**src/rtl/result_reader.sv**
```systemverilog
// rtl/result_reader.sv - burst reader from result memory to a valid/ready stream
module result_reader #(
  parameter int MEM_DEPTH = 8,
  parameter int MEM_WIDTH = 32,
  localparam int AW = $clog2(MEM_DEPTH),
  localparam int CW = AW + 1
) (
  input  logic                 clk_i,
  input  logic                 rst_i,
  input  logic                 start_i,
  input  logic [AW-1:0]        start_addr_i,
  input  logic [CW-1:0]        count_i,
  output logic                 mem_req_o,
  output logic [AW-1:0]        mem_addr_o,
  input  logic [MEM_WIDTH-1:0] mem_data_i,
  output logic [MEM_WIDTH-1:0] data_o,
  output logic                 valid_o,
  input  logic                 ready_i,
  output logic                 last_o,
  output logic                 busy_o,
  output logic                 done_o
);

  typedef enum logic [1:0] {S_IDLE, S_READ, S_DRAIN, S_DONE} state_t;

  state_t               r_state;
  state_t               w_state_next;
  logic [AW-1:0]        r_addr;
  logic [CW-1:0]        r_remaining;
  logic                 r_inflight;
  logic                 r_inflight_last;
  // Two-entry FIFO kept as a shift pair: entry 0 is always the head.
  logic [MEM_WIDTH-1:0] r_d0;
  logic [MEM_WIDTH-1:0] r_d1;
  logic                 r_l0;
  logic                 r_l1;
  logic [1:0]           r_cnt;

  logic [CW-1:0]        w_count_clamped;
  logic                 w_valid;
  logic                 w_pop;
  logic                 w_push;
  logic [2:0]           w_occ;
  logic                 w_room;
  logic                 w_req;

  assign w_count_clamped = (count_i > CW'(MEM_DEPTH)) ? CW'(MEM_DEPTH) : count_i;
  assign w_valid = (r_cnt != 2'd0);
  assign w_pop   = w_valid & ready_i;
  // Data for a request always lands the cycle after it was issued.
  assign w_push  = r_inflight;
  // Occupancy counts the word still in flight so a request is never issued
  // without a guaranteed FIFO slot; a same-cycle pop frees one slot.
  assign w_occ   = {1'b0, r_cnt} + {2'b00, r_inflight};
  assign w_room  = (w_occ < (3'd2 + {2'b00, w_pop}));

  // State register
  always_ff @(posedge clk_i) begin
    if (rst_i) begin
      r_state <= S_IDLE;
    end else begin
      r_state <= w_state_next;
    end
  end

  // Next-state and read-issue decision
  always_comb begin
    w_state_next = r_state;
    w_req        = 1'b0;
    case (r_state)
      S_IDLE: begin
        if (start_i) begin
          w_state_next = (w_count_clamped == '0) ? S_DONE : S_READ;
        end
      end
      S_READ: begin
        if ((r_remaining != '0) && w_room) begin
          w_req = 1'b1;
          if (r_remaining == CW'(1)) begin
            w_state_next = S_DRAIN;
          end
        end
      end
      S_DRAIN: begin
        if (w_pop && r_l0) begin
          w_state_next = S_DONE;
        end
      end
      S_DONE: begin
        w_state_next = S_IDLE;
      end
      default: begin
        w_state_next = S_IDLE;
      end
    endcase
  end

  // Address/remaining counters and in-flight tracking (reset drops the in-flight word)
  always_ff @(posedge clk_i) begin
    if (rst_i) begin
      r_addr          <= '0;
      r_remaining     <= '0;
      r_inflight      <= 1'b0;
      r_inflight_last <= 1'b0;
    end else begin
      if ((r_state == S_IDLE) && start_i) begin
        r_addr      <= start_addr_i;
        r_remaining <= w_count_clamped;
      end else if (w_req) begin
        r_addr      <= r_addr + AW'(1);
        r_remaining <= r_remaining - CW'(1);
      end
      r_inflight      <= w_req;
      r_inflight_last <= w_req && (r_remaining == CW'(1));
    end
  end

  // Output FIFO: capture landed data, shift on pop, both when simultaneous
  always_ff @(posedge clk_i) begin
    if (rst_i) begin
      r_d0  <= '0;
      r_d1  <= '0;
      r_l0  <= 1'b0;
      r_l1  <= 1'b0;
      r_cnt <= 2'd0;
    end else begin
      case ({w_push, w_pop})
        2'b10: begin
          if (r_cnt == 2'd0) begin
            r_d0 <= mem_data_i;
            r_l0 <= r_inflight_last;
          end else begin
            r_d1 <= mem_data_i;
            r_l1 <= r_inflight_last;
          end
          r_cnt <= r_cnt + 2'd1;
        end
        2'b01: begin
          r_d0  <= r_d1;
          r_l0  <= r_l1;
          r_cnt <= r_cnt - 2'd1;
        end
        2'b11: begin
          if (r_cnt == 2'd1) begin
            r_d0 <= mem_data_i;
            r_l0 <= r_inflight_last;
          end else begin
            r_d0 <= r_d1;
            r_l0 <= r_l1;
            r_d1 <= mem_data_i;
            r_l1 <= r_inflight_last;
          end
        end
        default: begin
        end
      endcase
    end
  end

  a_no_overflow: assert property (@(posedge clk_i) disable iff (rst_i)
    !(w_push && !w_pop && (r_cnt == 2'd2)));

  assign mem_req_o  = w_req;
  assign mem_addr_o = r_addr;
  assign data_o     = r_d0;
  assign valid_o    = w_valid;
  assign last_o     = r_l0 & w_valid;
  assign busy_o     = (r_state != S_IDLE);
  assign done_o     = (r_state == S_DONE);

endmodule

```
**config.mk**
```make
export PLATFORM = sky130hd
export DESIGN_NAME = result_reader
export DESIGN_NICKNAME = d
export VERILOG_FILES = /design/src/rtl/result_reader.sv
export SDC_FILE = /design/constraint.sdc
export NUM_CORES = 1
export LEC_CHECK = 0
export CORE_UTILIZATION = 45
export CTS_BUF_LIST = sky130_fd_sc_hd__clkbuf_4
export DETAILED_ROUTE_END_ITERATION = 6
export PLACE_DENSITY_LB_ADDON = 0.1
export SETUP_SLACK_MARGIN = 0.2
export SLEW_MARGIN = 20
export SYNTH_ARGS = -nofsm -noshare
export SYNTH_HDL_FRONTEND = slang
export SYNTH_SLANG_ARGS = --single-unit
export TNS_END_PERCENT = 100
```
**constraint.sdc**
```tcl
create_clock -name clk_i -period 4 [get_ports clk_i]
set_input_delay 0.6 -clock clk_i [delete_from_list [all_inputs] [get_ports clk_i]]
set_output_delay 0.6 -clock clk_i [all_outputs]
set_load 0.01 [all_outputs]
```
**Run 1: routing congestion map**

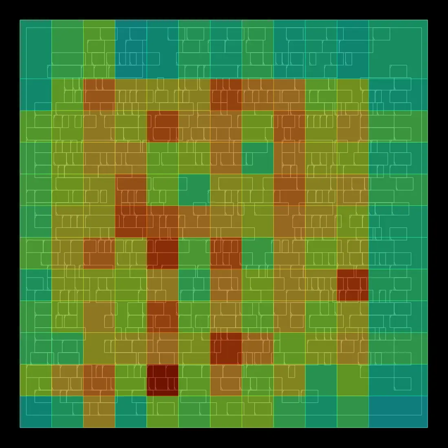
GRT Overall Usage: 21.4%
WL/cell: 13.6 µm
grt met1 use: 27.3%

**Run 1: port wiring**

Drawn at 4 px/µm.
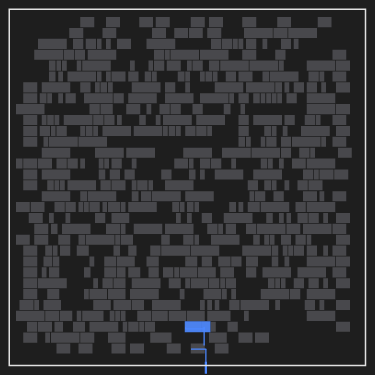
ready_i: drawn in blue, bits 1, direction input, edge south, end cells 2, buffers 1, wire 17.0 µm.
IO buf count: 82
Ports: 83

==> qor.csv, run 1 <==
metric;value;unit
fin_total_pwr;2.93;mW
met2_wirelength;3610;µm
ys_types;35;
status;complete, no violations;
vias;2982;
p_leak;1.58;nW
flops;79;
skew;0.0185;ns
synthCells;393;
nNonClkInverters;13;
setup_slack;0.720;ns
comb_cell_power;1.35;mW
worstMarginPinSlew;0.735;ns
fp_util;46.6;%
reg2regPathDepth;11;
nNetsFinal;522;
netlist_area;0.00338;mm²
grt_pass1_vias;2888;
design_area;0.00440;mm²
ys_async_sr_fraction;0;%
dp_hpwl;5080;µm
taps;99;
topCellsByArea;dfxtp_1 47%, a211oi_1 8.4%, nand2_1 7.8%, a22oi_1 7.3%, ha_1 5.5%;
grt_antenna_before_repair;0;
met1_length;3600;µm
final_cells;568;
internal-power;1.79;mW
ys_sh_xor;1.04;%
signal_buffers;90;
endpoint;mem_req_o;
hold_violations;0;
wl_met3;383;µm
clk_path_buf_depth;2;
hold_path_depth;2;
power_frac_seq;39.1;%
cts_tree;done;
tns;0;ns
fillers;693;
switchingPower;1.13;mW
insertion_delay;0.43;ns
powerDensity;665;mW/mm²
holdWs;0.463;ns
mux_area_share;1.33;%
cp.buffers_inverters;2;
yosysTopAreaCell;dfxtp_1;
cp.depth;5;
synth_seq_share;46.7;%
buf_share;19.9;%
p_comb_share;46.1;%
worst_path_max_delay_cell;clkdlybuf4s50_1;
sh_comb_area;37.4;%
place.gp.congestion;0.771;
power_leader;combinational logic;
yosys-stat-cells;393;
crit_chain;inv_1 -> ha_1 -> or3b_4 -> a2111oi_2 -> clkdlybuf4s50_1;
ys_area;0.00338;mm²
first_pass_iters;4;
**Run 1: pin map**

Drawn at 3 px/µm. Pins as bars across the die edge, other pins in grey.
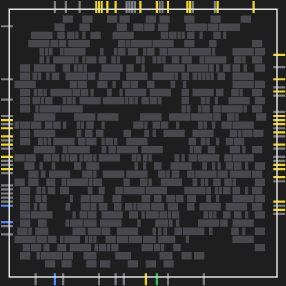
data_o: drawn in yellow, pins 32, direction output, edge 13 east, 12 north, 6 west, 1 south. ready_i: drawn in green, pins 1, direction input, edge south. mem_addr_o: drawn in blue, pins 3, direction output, edge 2 west, 1 south.
All pins by edge: 25 west, 25 east, 23 north, 10 south.
Die Ht: 88.7 µm
Die X: 88.7 µm

-- run 1: worst register-to-register path, cell delays in order (launching register included) --
cell      delay (ns)
dfxtp_1         0.42
inv_1           0.07
ha_1            0.25
nand2b_1        0.23
inv_1           0.12
ha_1            0.24
nand2_1         0.12
o211ai_1        0.29
clkbuf_4        0.33
buf_4           0.25
nand2_1         0.09
a21oi_1         0.14
-- run 1: registers in the layout, indices dropped and copies added (netlist names) --
register,count
data_o,32
mem_addr_o,3
r_cnt,2
r_d1,32
r_inflight,1
r_inflight_last,1
r_l0,1
r_l1,1
r_remaining,4
r_state,2
-- run 1: synthesized netlist by cell type, types with 4 or more instances --
cell,instances
inv_1,13
ha_1,15
clkbuf_1,28
a211oi_1,38
a22oi_1,33
a21oi_1,36
nor2_1,42
dfxtp_1,79
nand2_1,70
nor4_1,4
**Run 1: metal layers overlaid**

Drawn at 4 px/µm.
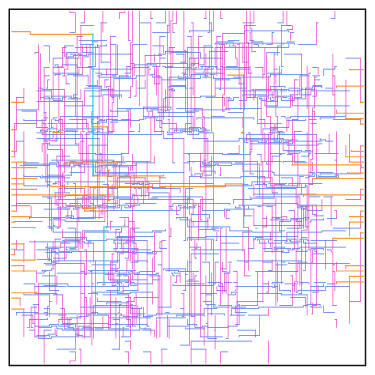

==> run 2, diff against run 1 <==
- clock period: 4 -> 2.8 ns (I/O delays scaled with it)
**Run 2: metal layers overlaid**

Drawn at 4 px/µm.
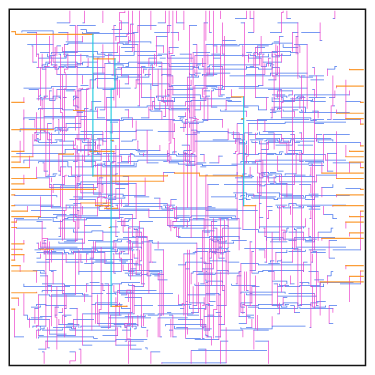
met4: drawn in cyan, wire length 125 µm. met2: drawn in magenta, wire length 3480 µm. met3: drawn in orange, wire length 324 µm. met1: drawn in blue, wire length 3820 µm.
WL final: 7740 µm
Via Count: 2995

==> run 2 against run 1 <==
Compared with the run above:
- core utilization up 1.3 points
- sequential power up 43%
- hold slack worse by 0.073 ns
- clock power up 75%
- critical path type unchanged
==> qor.csv, run 2 <==
metric;value;unit
status;complete, no violations;
tns;0;ns
synthCells;393;
fin_total_pwr;4.38;mW
grt_use_met1;29.1;%
netlist_area;0.00338;mm²
p_leak;1.63;nW
place.gp.congestion;0.798;
ys_types;35;
taps;99;
synthTopCellsByCount;79 x dfxtp_1, 70 x nand2_1, 42 x nor2_1;
grt_pass1_vias;2678;
power_leader;combinational logic;
grt_antenna_before_repair;0;
die_y;88.7;µm
post_drt_wl_per_cell;13.5;µm
sh_comb_area;37.0;%
ios;83;
synth_seq_share;46.7;%
p_comb_share;45.4;%
signal_buffers;95;
design_area;0.00449;mm²
met1_length;3820;µm
fp_util;46.6;%
track_usage;20.9;%
yosysTopAreaCell;dfxtp_1;
clk_path_buf_depth;2;
comb_cell_power;1.99;mW
top_cell;dfxtp_1;
hold_violations;0;
internal-power;2.78;mW
buf_share;20.2;%
yosys-stat-cells;393;
topCellsByArea;dfxtp_1 47%, a211oi_1 8.4%, nand2_1 7.8%, a22oi_1 7.3%, ha_1 5.5%;
dieWidth;88.7;µm
dp_hpwl;5140;µm
powerDensity;975;mW/mm²
mux_area_share;1.33;%
worstMarginPinSlew;0.641;ns
met2_wirelength;3480;µm
insertion_delay;0.42;ns
**Run 2: where the registers sit**

Drawn at 3 px/µm.
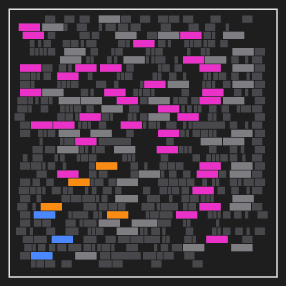
mem_addr_o: drawn in blue, placed flops 3. r_d1: drawn in magenta, placed flops 32. r_remaining: drawn in orange, placed flops 4.
sequential cell area: 0.00159 mm²
P_seq: 1.63 mW
final core occ: 61.9%
Seq area share: 35.3%

[run 2: path summary, 6_finish.rpt]
check	depth (start not counted)	start	slack [ns]	to
max reg2reg	10	r_cnt[1]	0.56	data_o[4]
max	4	r_inflight	0.33	mem_req_o
min reg2reg	2	r_d1[22]	0.46	r_d1[22]
min	2	rst_i	0.39	r_cnt[0]
[run 2: through the flow]
| step | setup slack [ns] | cells |
|---|---|---|
| 2_1_floorplan | 0.611 | 393 |
| 3_3_place_gp | 0.00452 | 556 |
| 3_5_place_dp | 0.000416 | 556 |
| 4_1_cts | 0.204 | 572 |
| 5_1_grt | 0.207 | 573 |
| 6_report | 0.328 | 573 |
[run 2: critical path, cell delays in order, from the launching register on]
cell and delay [ns]:
dfxtp_2 0.37, ha_1 0.29, or3b_4 0.39, a2111oi_4 0.39
buf_2 0.19
**Run 2: pin map**

Drawn at 3 px/µm. Pins as bars across the die edge, other pins in grey.
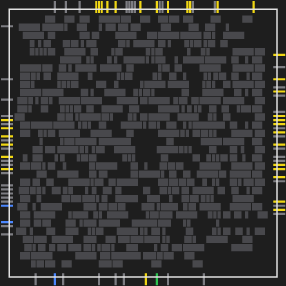

==> run 3, diff against run 2 <==
--- a/config.mk
+++ b/config.mk
@@ -7,4 +7,5 @@
 export LEC_CHECK = 0
-export CORE_UTILIZATION = 45
-export CTS_BUF_LIST = sky130_fd_sc_hd__clkbuf_4
+export CORE_ASPECT_RATIO = 1.1
+export CORE_UTILIZATION = 44
+export CTS_BUF_LIST = sky130_fd_sc_hd__clkbuf_8 sky130_fd_sc_hd__clkbuf_16
 export DETAILED_ROUTE_END_ITERATION = 6
==> constraint.sdc (replaced) <==
create_clock -name clk_i -period 2.8 [get_ports clk_i]
set_input_delay 0.56 -clock clk_i [delete_from_list [all_inputs] [get_ports clk_i]]
set_output_delay 0.56 -clock clk_i [all_outputs]
set_load 0.01 [all_outputs]
**Run 3: pin map**

Drawn at 3 px/µm. Pins as bars across the die edge, other pins in grey.
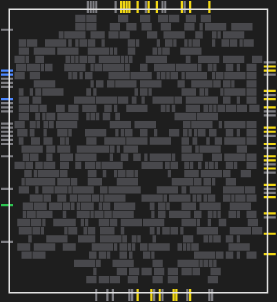
data_o: drawn in yellow, pins 32, direction output, edge 16 east, 10 north, 6 south. ready_i: drawn in green, pins 1, direction input, edge west. mem_addr_o: drawn in blue, pins 3, direction output, edge west.
Die X: 85.6 µm
Die Ht: 94.0 µm

==> run 3 against run 2 <==
Compared with the run above:
- setup slack lost 0.023 ns
- fmax down 0.91%
- critical endpoint unchanged
- core utilization grew 0.21 points
- largest power group unchanged
- sequential cell count stayed put
- synthesized cell count is the same
- combinational power grew 3%
- critical path depth up 2
- non-clock buffer count stayed put
==> qor.csv, run 3 <==
metric;value;unit
ys_area;0.00338;mm²
final_cells;561;
dp_slack;-0.244;ns
insertion_delay;0.34;ns
place.gp.congestion;0.795;
placed_cells;544;
fin_util;62.2;%
synthTopCellsByCount;79 x dfxtp_1, 70 x nand2_1, 42 x nor2_1;
yosys-stat-cells;393;
p_comb_share;43.6;%
synthCells;393;
internal-power;3.08;mW
status;complete, no violations;
nNetsFinal;527;
comb_cell_power;2.05;mW
worst_path_max_delay_cell;or3b_4;
fin_total_pwr;4.70;mW
cts_tree;done;
port_buffers;82;
tns;0;ns
fp_util;45.5;%
design_area;0.00462;mm²
setup_slack;0.306;ns
power_sequential;1.63;mW
hold_path_depth;2;
post_drt_wl_per_cell;13.8;µm
hold_violations;0;
whs_endpoint;r_d1[16];
yosysTopAreaCell;dfxtp_1;
synth_seq_share;46.7;%
dp_hpwl;5060;µm
ys_types;35;
cp.buffers_inverters;3;
topCellsByArea;dfxtp_1 47%, a211oi_1 8.4%, nand2_1 7.8%, a22oi_1 7.3%, ha_1 5.5%;
netlist_area;0.00338;mm²
ys_sh_xor;1.04;%
r2r_slack;0.46;ns
grt_antenna_before_repair;0;
skew;0.00663;ns
crit_chain;inv_1 -> ha_1 -> or3b_4 -> a2111oi_4 -> buf_4 -> buf_2;
holdWs;0.455;ns
power_frac_seq;34.7;%
switchingPower;1.62;mW
ys_async_sr_fraction;0;%
**Run 3: metal layers overlaid**

Drawn at 4 px/µm.
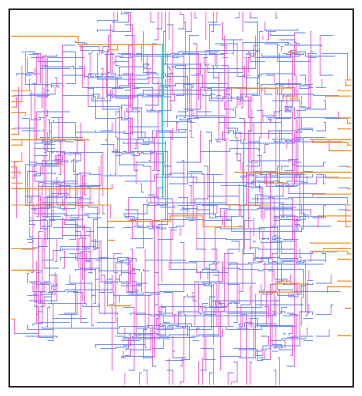
met4: drawn in cyan, wire length 131 µm. met1: drawn in blue, wire length 3490 µm. met2: drawn in magenta, wire length 3730 µm. met3: drawn in orange, wire length 401 µm.
GRT Overall Usage: 20.3%
Via Count: 3008

[run 3: how the worst max path moves through the flow]
stage,start,end
2_1_floorplan,r_cnt[0],mem_req_o
3_3_place_gp,ready_i,mem_req_o
3_5_place_dp,ready_i,mem_req_o
4_1_cts,ready_i,mem_req_o
5_1_grt,r_cnt[0],mem_req_o
6_report,r_cnt[0],mem_req_o
[run 3: layout make-up]
class                           instances  area (µm²)
Fill cell                             653        2810
Multi-Input combinational cell        271        1660
Sequential cell                        79        1580
Timing Repair Buffer                   95         973
Clock buffer                           10         138
Tap cell                               87         109
Clock inverter                          6         108
Inverter                               13        48.8
[run 3: layer usage]
metal	up-vias	track usage [%]	part of all wire, %
met5	-	0	0
met4	0	9.58	1.7
met3	10	4.04	5.2
li1	1548	-	-
met2	76	33.7	48
met1	1374	25.2	45
Power figures rest on the tool's default switching activity, not on a simulated workload.
